==> config.mk <==
export PLATFORM = sky130hd
export DESIGN_NAME = mc_controller
export DESIGN_NICKNAME = d
export VERILOG_FILES = /design/src/rtl/mc_controller.sv
export SDC_FILE = /design/constraint.sdc
export NUM_CORES = 1
export LEC_CHECK = 0
export CORE_MARGIN = 2
export CORE_UTILIZATION = 33
export DETAILED_ROUTE_END_ITERATION = 7
export PLACE_DENSITY = 0.77
export SETUP_SLACK_MARGIN = 0.5
export SLEW_MARGIN = 20
export SYNTH_ARGS = -nofsm -noshare
export SYNTH_HDL_FRONTEND = slang
export SYNTH_SLANG_ARGS = --single-unit
==> constraint.sdc <==
create_clock -name clk -period 4 [get_ports clk]
set_input_delay 1 -clock clk [delete_from_list [all_inputs] [get_ports clk]]
set_output_delay 1 -clock clk [all_outputs]
set_load 0.005 [all_outputs]
### Metal 3

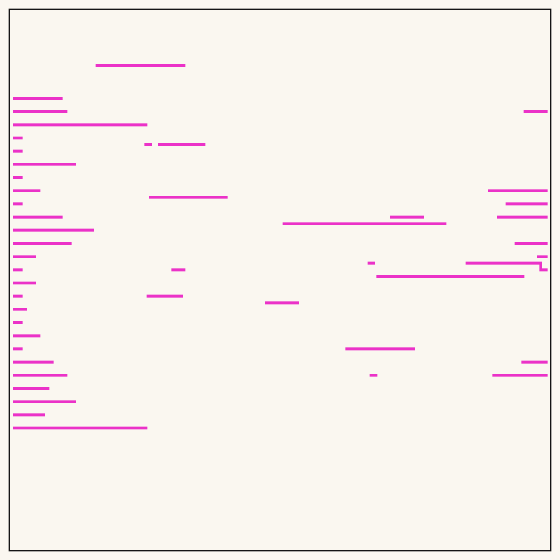
The wires run mostly horizontal. The layer carries 209 um of wire.
total number of vias: 1160
Total Routed Length: 3200 um

### Met2 routing

Bar = 20 um.
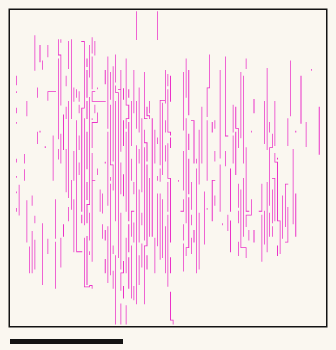
The layer carries 1630 um of wire. 181 nets have wire on it. The wires run mostly vertical. The layer holds 51% of the routed length. The longest straight run is 29.1 um.
global-route track usage on met2: 33.3%

### Routed metal, one color a layer

Bar = 20 um. Two of the layers only.
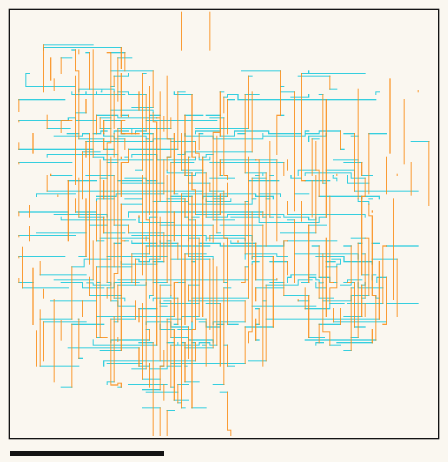
Key: orange = metal 2 [wire length 1630 um]; cyan = metal 1 [wire length 1300 um]
WL/cell: 15.2 um
global-route total usage across every layer: 19.7%

### Supply network

Bar = 20 um. Pins as bars on the die edge.
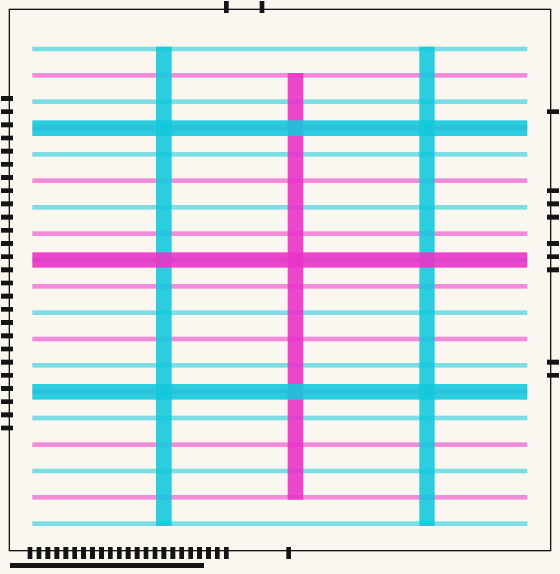
Key: cyan = VSS; magenta = VDD
61 signal pins sit on the boundary. 19 met1 rails follow the rows. 3 straps on met4.
Core ar.: 0.00250 sq mm
die x size: 55.7 um
maximum VDD drop: 255 uV
chip height: 55.7 um

==> summary.rpt <==
RUN METRICS
----------------------------------------------------
[Status]
  Status ........................ complete, no violations

[Layout]
  Non-clk invs ........................ 4
  Seq_cells ........................ 7
  Share of post-route cells with drive strength above 1 ........................ around 44%
  Multi-input combinational cell count ........................ ~100
  Cell type taking the most area ........................ multi-input combinational cells

[STA]
  Final setup TNS ........................ 0 ps
  Minimum clock period ........................ 3520 ps

[Job]
  Warning total across the stage logs ........................ just under 50

[Power and ir drop]
  Power of the clock network ........................ between 0.06 and 0.07 mW
  Sequential group power ........................ 0.124 mW
  Pwr dens ........................ approximately 230 mW/mm^2
  Total internal power ........................ around 0.22 mW
  P_leak ........................ around 0.7 nW

[Route]
  Topmost layer with routed signal wires ........................ met4
  WL met1 ........................ between 1000 and 1500 um

[Setup path]
  Reg2reg path depth ........................ 4
  Data required time of the worst path ........................ approximately 3000 ps
  Longest individual stage delay on the worst path ........................ 550 ps

[Clock tree]
  Clock sink count ........................ 7

[Global routing]
  Overflow left after global routing ........................ 0

[Placement]
  Final HPWL from detailed placement ........................ 2200 um
  Setup Slack @ Placement ........................ -225 ps

[Logic synthesis]
  Simple-Gate Area Share ........................ 47.9%
  Yosys warning total ........................ 0

----------------------------------------------------
Power is estimated from default activity; no workload was simulated.
